run_1/zoom.png
The bar under the picture is 10 um long. Window x 98 to 138, y 19 to 59 um. Cells in grey, sequential cells in the stronger grey; small squares are vias.
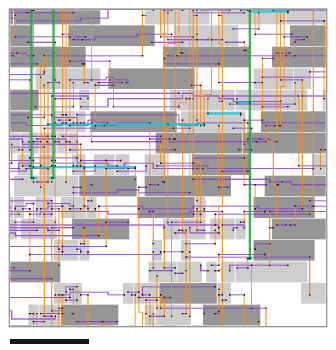
run_1/final_congestion.png
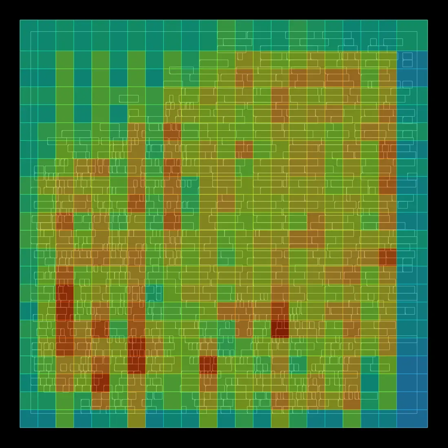
run_1/met1.png
The bar under the picture is 50 um long. Supply wires on this layer in grey.
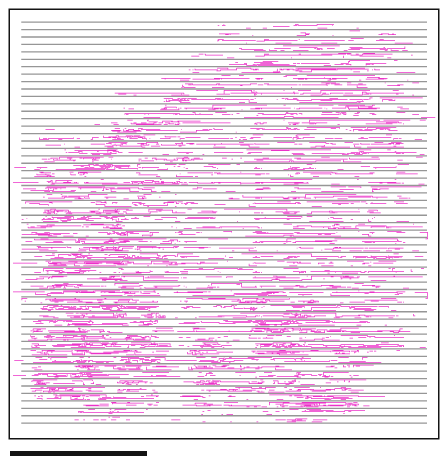
run_1/gate_families.png
The bar under the picture is 50 um long.
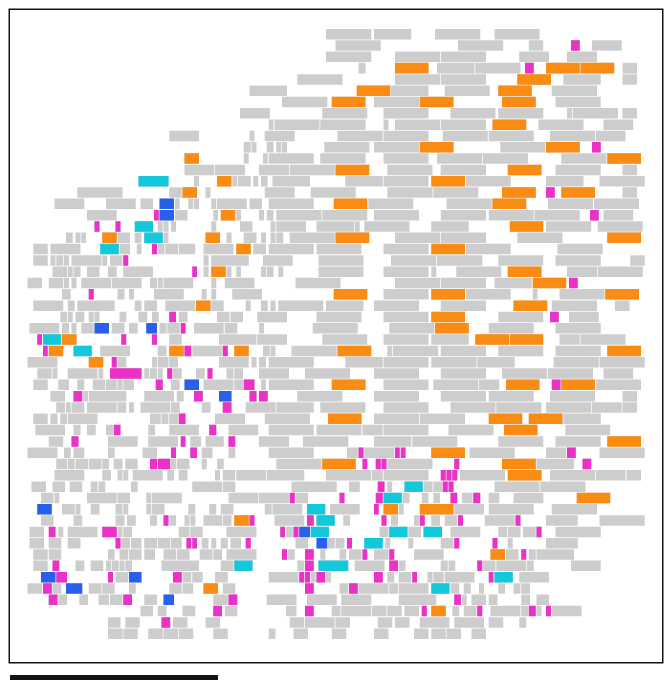
<file path="src/rtl/rx_core_param.sv">
// rx_core_param: parametrised UART receive core with show-ahead FIFO.
// Synchronises Rx_i, validates the start bit, samples each bit mid-cell on AcqSig_i ticks,
// checks parity and stop bits, stores {frameErr, parityErr, data} per character and
// pulses p_FrameEnd_o after a configurable idle gap.
// Optional feature macro: RX_MAJORITY_VOTE_EN (2-of-3 vote around the mid-bit tick).
module rx_core_param #(
    parameter int unsigned OVS        = 16,
    parameter int unsigned FIFO_DEPTH = 16,
    parameter int unsigned FIFO_AW    = 4
) (
    input  logic               clk,
    input  logic               rst,
    input  logic               p_Enable_i,
    input  logic               AcqSig_i,
    input  logic               Rx_i,
    input  logic [1:0]         DataLen_i,
    input  logic               p_ParityEnable_i,
    input  logic               ParityMethod_i,
    input  logic               StopBits_i,
    input  logic               p_BigEnd_i,
    input  logic [15:0]        RxTimeOutSet_i,
    input  logic               n_Rd_i,
    input  logic               n_Clr_i,
    output logic [7:0]         Data_o,
    output logic               p_HeadParityErr_o,
    output logic               p_HeadFrameErr_o,
    output logic               p_Empty_o,
    output logic               p_Full_o,
    output logic               p_Over_o,
    output logic [FIFO_AW:0]   RxFifoLevel_o,
    output logic               p_FrameEnd_o,
    output logic [7:0]         ParityErrorNum_o
);
    localparam int unsigned CntW   = (OVS > 2) ? $clog2(OVS) : 1;
    localparam int unsigned LevelW = FIFO_AW + 1;
`ifdef RX_MAJORITY_VOTE_EN
    // Decision is taken on the last of the three voting ticks.
    localparam int unsigned SampleIdx = OVS / 2 + 1;
`else
    localparam int unsigned SampleIdx = OVS / 2;
`endif

    typedef enum logic [2:0] {StIdle, StStart, StData, StParity, StStop} stateT;

    stateT            state;
    logic             rxMeta, rxSync, rxPrev;
    logic [CntW-1:0]  tickCnt, tickNext;
    logic [2:0]       bitCnt, lastBit, dataPos;
    logic [7:0]       shiftReg;
    logic             parErr, frmErr, stopCnt;
    logic [1:0]       cfgLen;
    logic             cfgParEn, cfgParOdd, cfgStop2, cfgBigEnd;
    logic             wrReq;
    logic [9:0]       wrEntry;
    logic             sampleNow, bitVal, startDet, charDone;
    logic [15:0]      idleCnt;
    logic             armed;
    logic [9:0]       mem [FIFO_DEPTH];
    logic [FIFO_AW-1:0] wrPtr, rdPtr;
    logic [LevelW-1:0]  count;
    logic             doRd, doWr, overQ;
    logic [7:0]       errCnt;

    // Two-flop synchroniser, preset to idle-high.
    always_ff @(posedge clk) begin
        if (rst) begin
            rxMeta <= 1'b1;
            rxSync <= 1'b1;
        end else begin
            rxMeta <= Rx_i;
            rxSync <= rxMeta;
        end
    end

`ifdef RX_MAJORITY_VOTE_EN
    logic vote0, vote1;
    // Capture the two samples preceding the decision tick.
    always_ff @(posedge clk) begin
        if (rst) begin
            vote0 <= 1'b1;
            vote1 <= 1'b1;
        end else if (AcqSig_i) begin
            if (tickNext == CntW'(SampleIdx - 2)) vote0 <= rxSync;
            if (tickNext == CntW'(SampleIdx - 1)) vote1 <= rxSync;
        end
    end
`endif

    // Tick position, bit decision and character bookkeeping.
    always_comb begin
        tickNext  = (tickCnt == CntW'(OVS - 1)) ? '0 : tickCnt + CntW'(1);
        sampleNow = AcqSig_i && (state != StIdle) && (tickNext == CntW'(SampleIdx));
`ifdef RX_MAJORITY_VOTE_EN
        bitVal    = (vote0 & vote1) | (vote0 & rxSync) | (vote1 & rxSync);
`else
        bitVal    = rxSync;
`endif
        // Edge only counts if the previous tick saw the line high, so a held break never restarts.
        startDet  = AcqSig_i && p_Enable_i && (state == StIdle) && rxPrev && !rxSync;
        charDone  = sampleNow && (state == StStop) && (stopCnt == cfgStop2);
        lastBit   = 3'd4 + {1'b0, cfgLen};
        dataPos   = cfgBigEnd ? (lastBit - bitCnt) : bitCnt;
    end

    // Receive FSM; emits a registered write request with the finished entry.
    always_ff @(posedge clk) begin
        if (rst) begin
            state     <= StIdle;
            rxPrev    <= 1'b1;
            tickCnt   <= '0;
            bitCnt    <= '0;
            shiftReg  <= '0;
            parErr    <= 1'b0;
            frmErr    <= 1'b0;
            stopCnt   <= 1'b0;
            cfgLen    <= '0;
            cfgParEn  <= 1'b0;
            cfgParOdd <= 1'b0;
            cfgStop2  <= 1'b0;
            cfgBigEnd <= 1'b0;
            wrReq     <= 1'b0;
            wrEntry   <= '0;
        end else begin
            wrReq <= 1'b0;
            if (AcqSig_i) rxPrev <= rxSync;
            if (!p_Enable_i) begin
                state <= StIdle;
            end else if (startDet) begin
                state     <= StStart;
                tickCnt   <= '0;
                bitCnt    <= '0;
                shiftReg  <= '0;
                parErr    <= 1'b0;
                frmErr    <= 1'b0;
                stopCnt   <= 1'b0;
                cfgLen    <= DataLen_i;
                cfgParEn  <= p_ParityEnable_i;
                cfgParOdd <= ParityMethod_i;
                cfgStop2  <= StopBits_i;
                cfgBigEnd <= p_BigEnd_i;
            end else if (AcqSig_i && state != StIdle) begin
                tickCnt <= tickNext;
                if (sampleNow) begin
                    unique case (state)
                        StStart: state <= bitVal ? StIdle : StData;
                        StData: begin
                            shiftReg[dataPos] <= bitVal;
                            bitCnt <= bitCnt + 3'd1;
                            if (bitCnt == lastBit) state <= cfgParEn ? StParity : StStop;
                        end
                        StParity: begin
                            parErr <= (bitVal != ((^shiftReg) ^ cfgParOdd));
                            state  <= StStop;
                        end
                        StStop: begin
                            if (!bitVal) frmErr <= 1'b1;
                            stopCnt <= 1'b1;
                            if (charDone) begin
                                state   <= StIdle;
                                wrReq   <= 1'b1;
                                wrEntry <= {frmErr | !bitVal, parErr, shiftReg};
                            end
                        end
                        default: state <= StIdle;
                    endcase
                end
            end
        end
    end

    // Idle-gap counter: armed by a finished character, fires once per gap.
    always_ff @(posedge clk) begin
        if (rst) begin
            idleCnt      <= '0;
            armed        <= 1'b0;
            p_FrameEnd_o <= 1'b0;
        end else begin
            p_FrameEnd_o <= 1'b0;
            if (!p_Enable_i) begin
                armed <= 1'b0;
            end else if (startDet) begin
                idleCnt <= '0;
            end else if (charDone) begin
                armed   <= 1'b1;
                idleCnt <= '0;
            end else if (AcqSig_i && state == StIdle && armed) begin
                idleCnt <= idleCnt + 16'd1;
                if (RxTimeOutSet_i != 16'd0 && (idleCnt + 16'd1) == RxTimeOutSet_i) begin
                    p_FrameEnd_o <= 1'b1;
                    armed        <= 1'b0;
                end
            end
        end
    end

    // Reads on an empty FIFO are ignored; a write into a full FIFO only succeeds with a read.
    always_comb begin
        doRd = !n_Rd_i && (count != '0);
        doWr = wrReq && ((count != LevelW'(FIFO_DEPTH)) || doRd);
    end

    // FIFO storage.
    always_ff @(posedge clk) begin
        if (n_Clr_i && doWr) mem[wrPtr] <= wrEntry;
    end

    // FIFO pointers, level, sticky overflow and parity error count; clear wins.
    always_ff @(posedge clk) begin
        if (rst || !n_Clr_i) begin
            wrPtr  <= '0;
            rdPtr  <= '0;
            count  <= '0;
            overQ  <= 1'b0;
            errCnt <= '0;
        end else begin
            if (doWr) wrPtr <= wrPtr + FIFO_AW'(1);
            if (doRd) rdPtr <= rdPtr + FIFO_AW'(1);
            if (doWr && !doRd) count <= count + LevelW'(1);
            else if (!doWr && doRd) count <= count - LevelW'(1);
            if (wrReq && !doWr) overQ <= 1'b1;
            if (wrReq && wrEntry[8] && errCnt != 8'hFF) errCnt <= errCnt + 8'd1;
        end
    end

    // Registered show-ahead head and status.
    always_ff @(posedge clk) begin
        if (rst) begin
            Data_o            <= '0;
            p_HeadParityErr_o <= 1'b0;
            p_HeadFrameErr_o  <= 1'b0;
            p_Empty_o         <= 1'b1;
            p_Full_o          <= 1'b0;
            RxFifoLevel_o     <= '0;
        end else begin
            p_Empty_o     <= (count == '0);
            p_Full_o      <= (count == LevelW'(FIFO_DEPTH));
            RxFifoLevel_o <= count;
            if (count != '0) begin
                Data_o            <= mem[rdPtr][7:0];
                p_HeadParityErr_o <= mem[rdPtr][8];
                p_HeadFrameErr_o  <= mem[rdPtr][9];
            end else begin
                Data_o            <= '0;
                p_HeadParityErr_o <= 1'b0;
                p_HeadFrameErr_o  <= 1'b0;
            end
        end
    end

    assign p_Over_o         = overQ;
    assign ParityErrorNum_o = errCnt;

endmodule
</file>
<file path="config.mk">
export PLATFORM = sky130hd
export DESIGN_NAME = rx_core_param
export DESIGN_NICKNAME = d
export VERILOG_FILES = /design/src/rtl/rx_core_param.sv
export SDC_FILE = /design/constraint.sdc
export NUM_CORES = 1
export LEC_CHECK = 0
export ABC_CLOCK_PERIOD_IN_PS = 5600
export CAP_MARGIN = 20
export CORE_MARGIN = 4
export CORE_UTILIZATION = 50
export DETAILED_ROUTE_END_ITERATION = 16
export PLACE_DENSITY = 0.68
export SYNTH_ARGS = -nofsm -noshare
export SYNTH_HDL_FRONTEND = slang
export SYNTH_SLANG_ARGS = --single-unit
</file>
<file path="constraint.sdc">
create_clock -name clk -period 5.6 [get_ports clk]
set_input_delay 1.12 -clock clk [delete_from_list [all_inputs] [get_ports clk]]
set_output_delay 1.12 -clock clk [all_outputs]
set_load 0.005 [all_outputs]
</file>
==> flow_summary.rst, run 1 <==
Implementation results
======================

.. list-table::
   :header-rows: 1

   * - Metric
     - Value
   * - Comb pwr share
     - under 10%
   * - Share of total power in the clock network
     - between 40 and 50%
   * - Ys cells
     - 830
   * - Maximum number of buffers from clock root to sink
     - 3
   * - Wire length of the first global-routing pass
     - about 34000 um
   * - Post-synthesis net count
     - 877
   * - Cell variety after synth
     - roughly 68
   * - Number of fill cells in the layout
     - about 1800
   * - Setup repair after global routing missed its margin
     - false
   * - Number of instances in the synthesized netlist
     - about 830
   * - Fin. Hold Viols
     - 0
   * - Most common cell in the synthesized netlist
     - edfxtp_1
   * - Post-CTS Hold Fix Bufs
     - 0
   * - Switching power as a share of total power
     - between 10% and 20%
   * - Worst reg-to-reg setup slack
     - about 2500 ps
   * - Count of maximum capacitance violations
     - 0
   * - Highest net fanout along the worst path
     - 9
   * - Tally of yosys warning messages
     - 0
   * - Clock Latency Late Sink
     - 510 ps
   * - P_sw
     - 711 uW
   * - Category of cells accounting for the largest share of critical-path delay
     - simple AND/OR/NAND/NOR gates
   * - Post-synth EDFFs
     - around 160
   * - Initial DRT Pass Iterations
     - 5
   * - Max-slew violation count
     - 0
   * - Reg2Reg Capture Point
     - count[4]
   * - Placed cell areas
     - between 0.01 and 0.015 mm2
   * - Slew @ Worst Pin
     - between 1000 and 1500 ps
   * - Antenna violations before repair
     - 0
   * - Sum of negative setup slack
     - 0 ps
   * - Final setup violating endpoints
     - 0
   * - Post-synthesis sequential area ratio
     - about three fifths
   * - Area enclosed by the die boundary
     - 0.0246 mm2
   * - Outcome
     - finished clean
   * - Cell leakage power
     - ~0.0045 uW
   * - Die height
     - ~160 um
   * - Worst hold path class
     - reg -> reg
   * - Post-Synthesis Mean Instance Area
     - around 13 um2
   * - Share of total power in sequential cells
     - approximately 54%
   * - Worst setup SP type
     - input pin
   * - Terminating pin of the worst hold path
     - bitVal
   * - FF-to-FF path depth
     - 12
   * - Start of the worst register-to-register path
     - count[2]
   * - Routed vias
     - about 6600
   * - Number of rows created at floorplan
     - roughly 54
   * - Total power
     - 3720 uW
   * - Number of sinks on the clock net
     - 258
   * - Async set-reset flop share out of synthesis
     - 0%
   * - Flip-flop and latch count after synthesis
     - about 260
   * - Delay contributed by the slowest stage of the critical path
     - between 500 and 600 ps
   * - Cell resize tally after clock tree synthesis
     - 0
   * - Clk pin slew, worst setup/hold paths
     - 60 ps
   * - Syn Std Cell Area
     - approximately 0.011 mm2
   * - Min Tclk post-route
     - 3640 ps
   * - Most area-consuming cells after synthesis
     - edfxtp_1, dfxtp_1, mux4_2
   * - Top-area cell type share of the netlist area
     - a little over two fifths
   * - Critical path type
     - in -> reg
   * - Normalized max-slew margin
     - between 20% and 30%
   * - Horizontal die dimension
     - 157 um
   * - Post-Route WL
     - 21000 um
   * - Hold wc startpoint
     - rxMeta
   * - Buffers added on ports
     - 55
   * - Starting DRC count in detailed routing
     - ~320
   * - Most common reg cell
     - edfxtp_1
   * - Peak supply drop
     - 0.200 mV
   * - Worst Path Buf+Inv
     - 2
   * - Global route overflow
     - 0
   * - Crit path from
     - n_Rd_i
   * - Nets
     - slightly above 900
   * - WP data required
     - between 5000 and 6000 ps
   * - ANT cells
     - 0
   * - Maximum level of the CTS H-tree
     - 1
   * - DRC violation count after routing
     - 0
   * - Area Overhead vs Synth
     - 14.4%
   * - Tool warnings
     - 31
   * - Share of final-layout standard cells stronger than drive strength 1
     - about an eighth
   * - Std-Cell Core Area
     - 0.0218 mm2
   * - Post-CTS setup repair buffer count
     - 0
   * - Internal power of the cells
     - between 3000 and 4000 uW
   * - Chip area estimate from yosys synthesis
     - roughly 0.011 mm2
-- zoom.png (at the start) --
Green shows met4. Purple shows met1. Cyan shows met3. Orange shows met2.
Most frequent: nor2_1 (15), edfxtp_1 (13), dfxtp_1 (8). Netlist names of flops here include mem (13), rdPtr (4), ParityErrorNum_o (3). Sequential cells in the window: 23. 76 logic cells have their middle in the window.

-- final_congestion.png (at the start) --
final core utilization: 58.0%
met1 demand-to-capacity share in global routing: 23.7%
per-cell routed wire length: 17.9 um
met3 track demand over resource: 2.41%
global-route usage over all layers: 17.2%

-- met1.png (at the start) --
The wires run mostly horizontal. The longest straight run is 31.7 um.

-- gate_families.png (at the start) --
Cyan shows adder and majority cells, cells 18. Orange shows multiplexers, cells 69. Blue shows AND-OR and OR-AND gates, cells 13. Magenta shows NOR gates, cells 116.

run 1: worst max path at each step:
stage                to  slack (ps)  cells past startpoint
2_1_floorplan  count[4]        2250                     12
3_3_place_gp   count[4]        1530                     12
3_5_place_dp   count[4]        1450                     12
4_1_cts        count[4]        2000                     12
5_1_grt        count[4]        1810                     12
6_report       count[4]        1960                     12
run 1: power by group through the flow:
stage | clock network (uW) | logic (uW) | registers (uW)
3_5_place_dp | 0 | 65.3 | 2040
4_1_cts | 1700 | 65.5 | 2000
3_3_place_gp | 0 | 64.6 | 2040
6_report | 1650 | 65.1 | 2000
2_1_floorplan | 0 | 33.7 | 2040
5_1_grt | 1780 | 71.1 | 2000
run 1: layout make-up:
cell class	instances	area share [%]
Sequential cell	258	53.4
Multi-Input combinational cell	509	31.8
Clock buffer	37	5.95
Timing Repair Buffer	64	4.94
Tap cell	280	2.77
Clock inverter	11	0.613
Inverter	17	0.504
run 1: metrics by stage:
step,cells,utilization [%],setup WS (ps),hold WS [ps]
floorplan,830,-,2250,389
finish,1176,58.0,1960,417
CTS,1175,57.9,2000,413
global route,1176,58.0,1810,432
global placement,1127,54.1,1530,395
detailed placement,1127,54.1,1450,399
run 1: registers in the layout, summed over array words and instances, names as in the netlist, 2 cells and up:
name and cells:
mem 160, wrPtr 4, idleCnt 16, tickCnt 4
rdPtr 4, shiftReg 8, ParityErrorNum_o 8, cfgLen 2
count 5, state 3, wrEntry 10, bitCnt 3
RxFifoLevel_o 5, Data_o 8
run 1: per-layer routing:
metal / up-vias / GRT usage (%) / wire length [um]
met5: - / 0 / 0
met4: 0 / 4.21 / 377
met3: 34 / 2.41 / 780
met2: 131 / 29.1 / 10300
met1: 3213 / 23.7 / 9550
li1: 3212 / - / -
run 1: layout by cell type, fill, tap and decap left out, drive strengths merged, types with 7 or more instances in the layout:
| cell | Yosys | routed |
|---|---|---|
| edfxtp | 160 | 160 |
| dfxtp | 98 | 98 |
| nand2 | 76 | 76 |
| nor2 | 63 | 63 |
| clkdlybuf4s50 | 0 | 54 |
| mux4 | 50 | 50 |
| a21oi | 41 | 41 |
| clkbuf | 24 | 37 |
| xnor2 | 27 | 27 |
| nor2b | 22 | 22 |
| nand3 | 21 | 21 |
| nor3 | 21 | 21 |
| xor2 | 19 | 19 |
| mux2i | 19 | 19 |
| inv | 17 | 17 |
| ha | 16 | 16 |
| and3 | 12 | 12 |
| o21ai | 12 | 12 |
| a311oi | 10 | 10 |
| buf | 22 | 10 |
| a31oi | 9 | 9 |
| nand4 | 9 | 9 |
| clkinv | 0 | 9 |
| nor4 | 7 | 7 |
run 1: cells by family (layout without fill, tap and decap cells):
| family | Yosys count | count (layout) | share of synthesized area [%] |
|---|---|---|---|
| AOI/OAI and AO/OA | 108 | 108 | 6.55 |
| and+or+nand+nor | 268 | 268 | 12.1 |
| DFF | 258 | 258 | 61.1 |
| buffers and inverters | 63 | 129 | 2.49 |
| muxes | 69 | 69 | 11.9 |
| xor gates and xnor gates | 46 | 46 | 3.64 |
| adders and majority gates | 18 | 18 | 2.17 |
run_1/met3.png
The bar under the picture is 50 um long. Cells faint in the background.
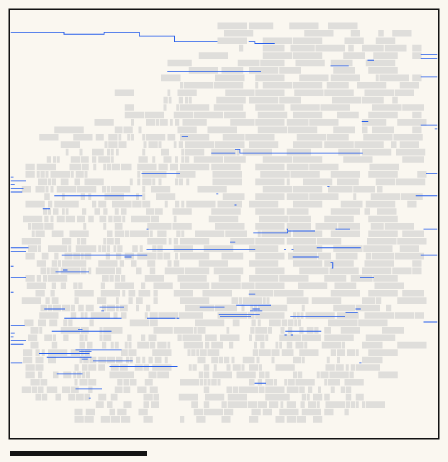

==> run 2: changes to the inputs <==
--- a/config.mk
+++ b/config.mk
@@ -5,12 +5,12 @@
 export SDC_FILE = /design/constraint.sdc
 export NUM_CORES = 1
 export LEC_CHECK = 0
-export ABC_CLOCK_PERIOD_IN_PS = 5600
+export ABC_CLOCK_PERIOD_IN_PS = 3000
 export CAP_MARGIN = 20
 export CORE_MARGIN = 4
 export CORE_UTILIZATION = 50
 export DETAILED_ROUTE_END_ITERATION = 16
-export PLACE_DENSITY = 0.68
+export PLACE_DENSITY = 0.71
 export SYNTH_ARGS = -nofsm -noshare
 export SYNTH_HDL_FRONTEND = slang
 export SYNTH_SLANG_ARGS = --single-unit
==> constraint.sdc (replaced) <==
create_clock -name clk -period 3 [get_ports clk]
set_input_delay 0.6 -clock clk [delete_from_list [all_inputs] [get_ports clk]]
set_output_delay 0.6 -clock clk [all_outputs]
set_load 0.005 [all_outputs]
run_2/met3.png
The bar under the picture is 50 um long. Cells faint in the background.
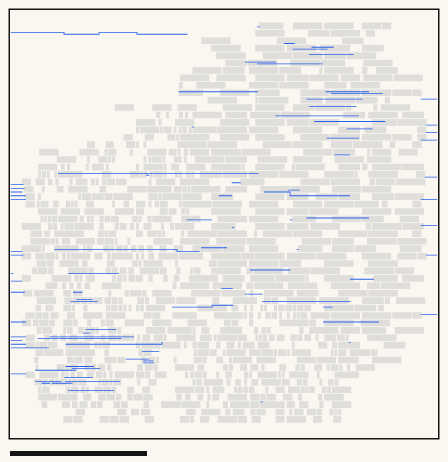
The layer holds 4.8% of the routed length. The wires run mostly horizontal.

run_2/gate_families.png
The bar under the picture is 50 um long.
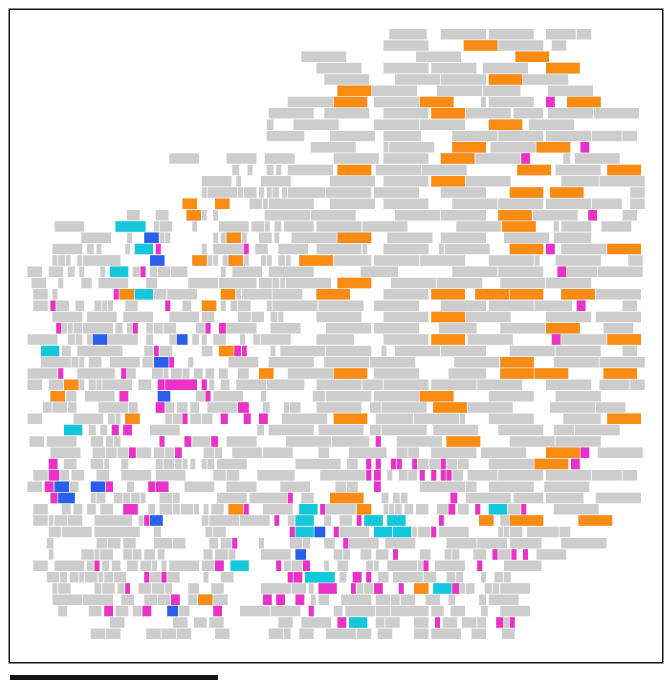
Magenta shows NOR gates, cells 116. Cyan shows adder and majority cells, cells 18. Blue shows AND-OR and OR-AND gates, cells 13. Orange shows multiplexers, cells 69.
logic share of the area: 31.3%
non-filler cells in the finished layout: 1201
most numerous logic cell after layout: edfxtp_1

==> run 2 against run 1 <==
Compared with the run above: clock-buffer cell count shrank 3; cell count up 2.1%; critical endpoint unchanged; sequential power is 86% higher; global-route usage rose by 0.86 points; largest power group unchanged; critical path depth up 1; core utilization rose by 0.92 points; sequential cell count did not move; design area up 1.6%; sequential share of layout area decreased by 0.84 points; via count grew 2.2%; combinational power rose by about 90%.
==> flow_summary.rst, run 2 <==
Implementation results
======================

.. list-table::
   :header-rows: 1

   * - Metric
     - Value
   * - Outcome
     - finished clean (unchanged)
   * - Pre-CTS setup slack
     - -64.1 ps (was 1450 ps)
   * - Cell resize tally after clock tree synthesis
     - 0 (unchanged)
   * - Max FFs per register
     - 160 (unchanged)
   * - Most area-consuming cells after synthesis
     - edfxtp_1, dfxtp_1, mux4_2 (unchanged)
   * - ANT cells
     - 0 (unchanged)
   * - Post-Route WL
     - 21700 um (was 21000 um)
   * - FF-to-FF path depth
     - 13 (was 12)
   * - Tally of yosys warning messages
     - 0 (unchanged)
   * - Number of sinks on the clock net
     - 258 (unchanged)
   * - Max-slew violation count
     - 0 (unchanged)
   * - Global-route usage over all layers
     - 18.0% (was 17.2%)
   * - Normalized max-slew margin
     - 31.5% (was 26.7%)
   * - Async set-reset flop share out of synthesis
     - 0% (unchanged)
   * - Post-synthesis sequential area ratio
     - 61.1% (unchanged)
   * - Area enclosed by the die boundary
     - 0.0246 mm2 (unchanged)
   * - Global route overflow
     - 0 (unchanged)
   * - Cell leakage power
     - 0.00467 uW (was 0.00454 uW)
   * - Wire length of the first global-routing pass
     - 35800 um (was 34300 um)
   * - Final setup violating endpoints
     - 0 (unchanged)
   * - Worst Path Buf+Inv
     - 2 (unchanged)
   * - DRC violation count after routing
     - 0 (unchanged)
   * - Clock Latency Late Sink
     - 520 ps (was 510 ps)
   * - Start of the worst register-to-register path
     - count[2] (unchanged)
   * - Horizontal die dimension
     - 157 um (unchanged)
   * - Total power per unit cell area
     - 546 mW/mm2 (was 294 mW/mm2)
   * - Post-Synthesis Mean Instance Area
     - 13.3 um2 (unchanged)
   * - Clk pin slew, worst setup/hold paths
     - 60 ps (about the same)
   * - Flip-flop and latch count after synthesis
     - 258 (unchanged)
   * - Routed vias
     - 6736 (was 6590)
   * - Syn Std Cell Area
     - 0.0111 mm2 (unchanged)
   * - Post-detailed-route count of antenna-violating nets
     - 0 (unchanged)
   * - CP Capture Point
     - count[4] (unchanged)
   * - Nets
     - 947 (was 924)
   * - Number of instances in the synthesized netlist
     - 830 (unchanged)
   * - Per-cell routed wire length
     - 18.1 um (was 17.9 um)
   * - Peak supply drop
     - 0.364 mV (was 0.200 mV)
   * - Crit path from
     - count[2] (was n_Rd_i)
   * - Worst reg-to-reg setup slack
     - 270 ps (was 2480 ps)
   * - Post-CTS setup repair buffer count
     - 0 (unchanged)
   * - Category of cells accounting for the largest share of critical-path delay
     - simple AND/OR/NAND/NOR gates (unchanged)
   * - Post-synthesis net count
     - 877 (unchanged)
   * - Die height
     - 157 um (unchanged)
   * - Final setup slack of the worst path
     - 267 ps (was 1960 ps)
   * - Top-area cell type share of the netlist area
     - 43.4% (unchanged)
   * - Antenna violations before repair
     - 0 (unchanged)
   * - Delay contributed by the slowest stage of the critical path
     - 350 ps (was 530 ps)
   * - Buffers added on ports
     - 55 (unchanged)
   * - Cell variety after synth
     - 68 (unchanged)
   * - Maximum level of the CTS H-tree
     - 1 (unchanged)
   * - Most common reg cell
     - edfxtp_1 (unchanged)
   * - Reg2Reg Capture Point
     - count[4] (unchanged)
   * - Fin. Hold Viols
     - 0 (unchanged)
   * - Tool warnings
     - 31 (unchanged)
   * - Clock Root Buffer
     - clkbuf_16 (unchanged)
   * - Slew @ Worst Pin
     - 1020 ps (was 1100 ps)
   * - Std-Cell Core Area
     - 0.0218 mm2 (unchanged)
   * - Ys cells
     - 830 (unchanged)
   * - Sum of negative setup slack
     - 0 ps (unchanged)
   * - Setup repair after global routing missed its margin
     - false (unchanged)
   * - Io pins
     - 56 (unchanged)
   * - Area Overhead vs Synth
     - 16.3% (was 14.4%)
   * - Most used cells in the layout excluding fill and tap cells
     - edfxtp_1, dfxtp_1, nand2_1, nor2_1, clkdlybuf4s50_1 (unchanged)
   * - Count of maximum capacitance violations
     - 0 (unchanged)
   * - Maximum number of buffers from clock root to sink
     - 3 (unchanged)
   * - Post-synth EDFFs
     - 160 (unchanged)
   * - WP data required
     - 3380 ps (was 5970 ps)
   * - Largest regs
     - mem (160), idleCnt (16), wrEntry (10) (unchanged)
   * - Chip area estimate from yosys synthesis
     - 0.0111 mm2 (unchanged)
   * - Starting DRC count in detailed routing
     - 390 (was 316)
   * - Total stage count of the critical path
     - 13 (was 12)
   * - Share of final-layout standard cells stronger than drive strength 1
     - 15.0% (was 12.6%)
   * - Number of fill cells in the layout
     - 1721 (was 1765)
   * - Highest net fanout along the worst path
     - 4 (was 9)
   * - WHS
     - 422 ps (was 417 ps)
   * - Post-CTS Hold Fix Bufs
     - 0 (unchanged)
   * - Critical path type
     - reg -> reg (was in -> reg)
   * - Placed cell areas
     - 0.0120 mm2 (was 0.0118 mm2)
   * - Number of rows created at floorplan
     - 54 (unchanged)
   * - Min Tclk post-route
     - between 2000 and 3000 ps
   * - Most common cell in the synthesized netlist
     - edfxtp_1 (unchanged)
   * - Worst hold path class
     - reg -> reg (unchanged)
   * - Largest register by flop count
     - mem (unchanged)
   * - Worst setup SP type
     - register (was input pin)
   * - Initial DRT Pass Iterations
     - 5 (unchanged)
run 2: final cells by class:
type / instances / area, um2 / share of cell area [%]
flip-flops and latches: 258 / 6770 / 52.6
clock inverters: 16 / 131 / 1.02
well taps: 280 / 350 / 2.72
inverters: 17 / 63.8 / 0.496
clock buffers: 34 / 722 / 5.61
multi-input cells: 509 / 4030 / 31.3
repair buffers: 87 / 798 / 6.20
run 2: worst min-delay path by stage:
stage                        end  cells past startpoint    from  slack (ps)
final                     bitVal                      1  rxMeta         420
after global routing      bitVal                      1  rxMeta         450
after CTS                 bitVal                      1  rxMeta         430
after detailed placement  bitVal                      1  rxMeta         420
after global placement    bitVal                      1  rxMeta         390
after floorplan           bitVal                      1  rxMeta         390
run 2: cell families after synthesis:
logic type	Yosys count	share of synthesized area, %
muxes	69	11.9
adders and majority gates	18	2.17
AOI/OAI and AO/OA	108	6.55
xor gates and xnor gates	46	3.64
buffers and inverters	63	2.49
DFF	258	61.1
and+or+nand+nor	268	12.1
run 2: per-layer routing:
layer | wire length [um] | GRT usage [%]
met5 | 0 | 0
met3 | 1050 | 2.35
met4 | 269 | 3.80
met1 | 9570 | 24.8
met2 | 10800 | 31.1
run 2: stage by stage:
stage	std cells	total power (uW)	util [%]
final	1201	7020	59.0
after global routing	1201	7270	59.0
after CTS	1201	7090	58.9
after detailed placement	1151	3930	55.0
after global placement	1151	3930	55.0
after floorplan	830	3870	-
run 2: where the power goes:
group | internal [uW] | switching, uW
clock network | 1870 | 1300
logic | 59.5 | 64.3
registers | 3730 | 3.49
run_2/zoom.png
The bar under the picture is 10 um long. Window x 98 to 138, y 19 to 59 um. Cells in grey, sequential cells in the stronger grey; small squares are vias.
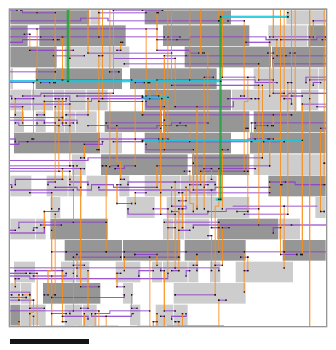

==> run 3: changes to the inputs <==
--- a/config.mk
+++ b/config.mk
@@ -5,8 +5,10 @@
 export SDC_FILE = /design/constraint.sdc
 export NUM_CORES = 1
 export LEC_CHECK = 0
+export ABC_AREA = 1
 export ABC_CLOCK_PERIOD_IN_PS = 3000
 export CAP_MARGIN = 20
+export CORE_ASPECT_RATIO = 0.9
 export CORE_MARGIN = 4
 export CORE_UTILIZATION = 50
 export DETAILED_ROUTE_END_ITERATION = 16
run_3/zoom.png
The bar under the picture is 10 um long. Window x 105 to 145, y 18 to 58 um. Cells in grey, sequential cells in the stronger grey; small squares are vias.
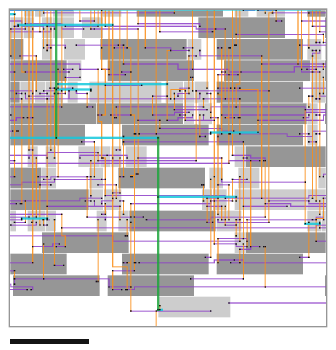
Orange shows met2. Green shows met4. Cyan shows met3. Purple shows met1.
74 logic cells have their middle in the window. Netlist names of flops here include mem (24). Most frequent: edfxtp_1 (24), nor2_1 (14), o21ai_0 (14). Sequential cells in the window: 24.

run_3/gate_families.png
The bar under the picture is 50 um long.
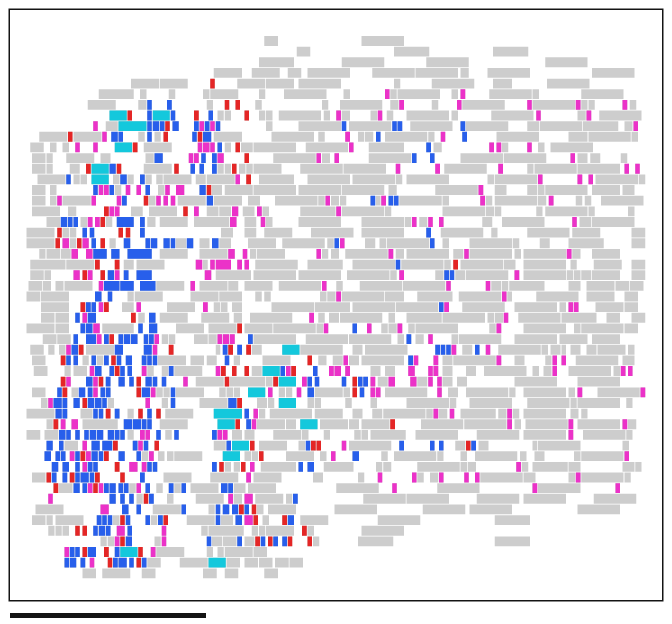
Cyan shows adder and majority cells, cells 18. Red shows inverters, cells 106. Magenta shows NOR gates, cells 218. Blue shows NAND gates, cells 270.
logic share of the area: 30.1%
most numerous logic cell after layout: nor2_1
non-filler cells in the finished layout: 1590

==> run 3 against run 2 <==
Compared with the run above: global-route usage up 2.2 points; routed wire length rose by 17%; setup slack better by 170 ps; non-clock buffer count grew 1; cell count rose by 32%; sequential power is essentially flat; sequential share of layout area decreased by 1.2 points; design area is 2.3% higher; die area up 2.1%; fmax increased by 6.7%; first-iteration DRC count rose by 56%; hold slack got worse by 4.3 ps.
==> flow_summary.rst, run 3 <==
Implementation results
======================

.. list-table::
   :header-rows: 1

   * - Metric
     - Value
   * - Outcome
     - finished clean (unchanged)
   * - Cell type contributing the most total cell area after synthesis
     - edfxtp_1 (unchanged)
   * - Maximum level of the CTS H-tree
     - 1 (unchanged)
   * - Most used cells in the layout excluding fill and tap cells
     - nor2_1, nand2_1, edfxtp_1, o21ai_0 (was edfxtp_1, dfxtp_1, nand2_1, nor2_1, clkdlybuf4s50_1)
   * - Final RePlAce weighted congestion
     - 0.887 (was 0.855)
   * - Cycle use final
     - 85.3% (was 91.1%)
   * - Via count of the first global-routing pass
     - 8265 (was 6806)
   * - Die height
     - 151 um (was 157 um)
   * - Share of final-layout standard cells stronger than drive strength 1
     - 7.85% (was 15.0%)
   * - Critical path type
     - reg -> reg (unchanged)
   * - Met1 demand-to-capacity share in global routing
     - 27.6% (was 24.8%)
   * - Area Overhead vs Synth
     - 16.3% (about the same)
   * - Hold wc startpoint
     - rxMeta (unchanged)
   * - Top-area cell type share of the netlist area
     - 42.5% (was 43.4%)
   * - Worst setup SP type
     - register (unchanged)
   * - Initial DRT Pass Iterations
     - 5 (unchanged)
   * - Tally of yosys warning messages
     - 0 (unchanged)
   * - Post-synthesis net count
     - 1253 (was 877)
   * - Capturing element type of the critical path
     - register (unchanged)
   * - Tool warnings
     - 31 (unchanged)
   * - Io pins
     - 56 (unchanged)
   * - Worst hold path class
     - reg -> reg (unchanged)
   * - Data arrival time of the critical path
     - 2970 ps (was 3110 ps)
   * - Per-cell routed wire length
     - 16.0 um (was 18.1 um)
   * - WP data required
     - 3410 ps (was 3380 ps)
   * - Highest net fanout along the worst path
     - 6 (was 4)
   * - Most area-consuming cells after synthesis
     - edfxtp_1, dfxtp_1, nor2_1 (was edfxtp_1, dfxtp_1, mux4_2)
   * - HPWL after detailed placement
     - 16700 um (was 14100 um)
   * - Highest clock rate
     - 0.391 GHz (was 0.366 GHz)
   * - Min Tclk post-route
     - 2560 ps (was 2730 ps)
   * - Count of maximum capacitance violations
     - 0 (unchanged)
   * - Number of sinks on the clock net
     - 258 (unchanged)
   * - Normalized max-slew margin
     - 49.2% (was 31.5%)
   * - Cell resize tally after clock tree synthesis
     - 0 (unchanged)
   * - Post-synth top cells
     - nor2_1, nand2_1, edfxtp_1, o21ai_0, dfxtp_1 (was edfxtp_1, dfxtp_1, nand2_1, nor2_1, mux4_2)
   * - Crit path from
     - count[0] (was count[2])
   * - Number of rows created at floorplan
     - 51 (was 54)
   * - Post-detailed-route count of antenna-violating nets
     - 0 (unchanged)
   * - Start of the worst register-to-register path
     - count[0] (was count[2])
   * - Most common reg cell
     - edfxtp_1 (unchanged)
   * - Drt via density
     - 5.41 (was 5.61)
   * - Met2 Usage GRT
     - 34.2% (was 31.1%)
   * - Post-CTS Hold Fix Bufs
     - 0 (unchanged)
   * - Clk pin slew, worst setup/hold paths
     - 60 ps (about the same)
   * - Cell leakage power
     - 0.00531 uW (was 0.00467 uW)
   * - Buffers added on ports
     - 55 (unchanged)
   * - Largest register by flop count
     - mem (unchanged)
   * - Pin count of the biggest net entering global routing
     - 50 (was 46)
   * - Largest regs
     - mem (160), idleCnt (16), wrEntry (10) (unchanged)
   * - Max FFs per register
     - 160 (unchanged)
   * - Flip-flop and latch count after synthesis
     - 258 (unchanged)
   * - Clock tree from TritonCTS
     - built (unchanged)
   * - DRC violation count after routing
     - 0 (unchanged)
   * - Global-route usage over all layers
     - 20.3% (was 18.0%)
   * - Area enclosed by the die boundary
     - 0.0251 mm2 (was 0.0246 mm2)
   * - Syn Std Cell Area
     - 0.0113 mm2 (was 0.0111 mm2)
   * - Setup repair after global routing missed its margin
     - false (unchanged)
   * - Most common cell in the synthesized netlist
     - nor2_1 (was edfxtp_1)
   * - Async set-reset flop share out of synthesis
     - 0% (unchanged)
   * - Chip area estimate from yosys synthesis
     - 0.0113 mm2 (was 0.0111 mm2)
   * - Met3 track demand over resource
     - 3.20% (was 2.35%)
   * - Post-Synthesis Mean Instance Area
     - 9.38 um2 (was 13.3 um2)
   * - Global route overflow
     - 0 (unchanged)
   * - Ys cells
     - 1206 (was 830)
   * - Effective utilization at floorplan
     - 51.5% (was 50.7%)
   * - Clock tree skew after final layout
     - 12.6 ps (was 6.39 ps)
   * - Total power per unit cell area
     - 540 mW/mm2 (was 546 mW/mm2)
   * - Clock Latency Late Sink
     - 530 ps (was 520 ps)
   * - Std-Cell Core Area
     - 0.0220 mm2 (was 0.0218 mm2)
   * - Post-synthesis sequential area ratio
     - 59.8% (was 61.1%)
   * - Fin. Hold Viols
     - 0 (unchanged)
   * - Starting DRC count in detailed routing
     - 610 (was 390)
   * - Post-CTS setup repair buffer count
     - 0 (unchanged)
   * - Wire length of the first global-routing pass
     - 41800 um (was 35800 um)
   * - Final setup violating endpoints
     - 0 (unchanged)
   * - ANT cells
     - 0 (unchanged)
   * - Antenna violations before repair
     - 0 (unchanged)
   * - Number of instances on the worst hold path
     - 1 (unchanged)
   * - Cell variety after synth
     - 39 (was 68)
   * - Post-synth EDFFs
     - 160 (unchanged)
   * - Slew @ Worst Pin
     - 761 ps (was 1020 ps)
   * - Global-route layer with the greatest usage
     - met2 (unchanged)
   * - Max-slew violation count
     - 0 (unchanged)
   * - Sum of negative setup slack
     - 0 ps (unchanged)
   * - Number of buffers inserted during clock tree synthesis
     - 26 (was 27)
   * - Horizontal die dimension
     - 167 um (was 157 um)
   * - Post-Route WL
     - 25400 um (was 21700 um)
   * - Pre-CTS setup slack
     - 203 ps (was -64.1 ps)
   * - Clock Root Buffer
     - clkbuf_16 (unchanged)
   * - Number of fill cells in the layout
     - 1869 (was 1721)
   * - Routed vias
     - 8598 (was 6736)
   * - FF-to-FF path depth
     - 15 (was 13)
   * - Maximum number of buffers from clock root to sink
     - 3 (unchanged)
   * - Nets
     - 1326 (was 947)
   * - Final core utilization
     - 60.0% (was 59.0%)
   * - Peak supply drop
     - 0.489 mV (was 0.364 mV)
   * - Number of instances in the synthesized netlist
     - 1206 (was 830)
   * - Final setup slack of the worst path
     - 440 ps (was 267 ps)
[run 3: cell count changes after synthesis, moves of 13 or more]
cell      change
nor2_1      +130
o21ai_0     +127
nand2_1     +115
inv_1        +80
mux4_2       -50
nand3_1      +34
o22ai_1      +29
nor2b_1      -22
mux2i_1      -19
a21oi_1      +18
xnor2_1      -17
xor2_1       -15
a211oi_1     +13
[run 3: power by group]
| group | leakage (uW) | internal [uW] | total, uW | switching, uW |
|---|---|---|---|---|
| Combinational | 0.00223 | 67.0 | 151 | 84.3 |
| Sequential | 0.00265 | 3730 | 3730 | 5.72 |
| Clock | 0.000424 | 1870 | 3220 | 1350 |
[run 3: through the flow]
step | area, um2 | cells | total power, uW | hold slack, ps
2_1_floorplan | 11300 | 1206 | 3890 | 389
3_3_place_gp | 12300 | 1542 | 3960 | 393
3_5_place_dp | 12300 | 1542 | 3960 | 400
4_1_cts | 13200 | 1590 | 7170 | 418
5_1_grt | 13200 | 1590 | 7350 | 442
6_report | 13200 | 1590 | 7110 | 417
[run 3: cell type report]
type	instances	area [um2]	share of cell area, %
clock inverters	13	111	0.846
flip-flops and latches	258	6770	51.4
well taps	291	364	2.77
multi-input cells	799	3970	30.1
inverters	106	398	3.02
clock buffers	35	757	5.75
repair buffers	88	798	6.07
[run 3: critical path: stages, from the launching register on]
cell      delay (ps)
dfxtp_1          300
inv_1            150
nand4_1          170
or2_2            320
nand2_1          110
ha_1             240
inv_1            100
ha_1             330
nand2_1           80
nor2_1            40
a211oi_1         220
nand2_1           80
nand2_1           60
nor2_1            40
o21ai_0          140
a21oi_1           60
[run 3: cell families (layout without fill, tap and decap cells)]
group | after synthesis | after routing | synth area share (%)
XOR/XNOR | 15 | 15 | 1.28
flip-flops | 258 | 258 | 59.8
adder cells (fa/ha/maj) | 18 | 18 | 2.12
AND/OR/NAND/NOR | 492 | 492 | 18.4
buffers and inverters | 149 | 242 | 5.15
AND-OR/OR-AND | 274 | 274 | 13.3
[run 3: path summary, 6_finish.rpt]
kind | slack [ps] | to
worst min-delay path | 420 | bitVal
worst max-delay path | 440 | count[4]
worst min register to register | 420 | bitVal
worst max register to register | 440 | count[4]
[run 3: layer usage]
metal / wire [um] / share of wire, %
met4: 593 / 2.3
met1: 11200 / 44
met3: 1660 / 6.5
met5: 0 / 0
met2: 12000 / 47
Power is estimated from default activity; no workload was simulated.
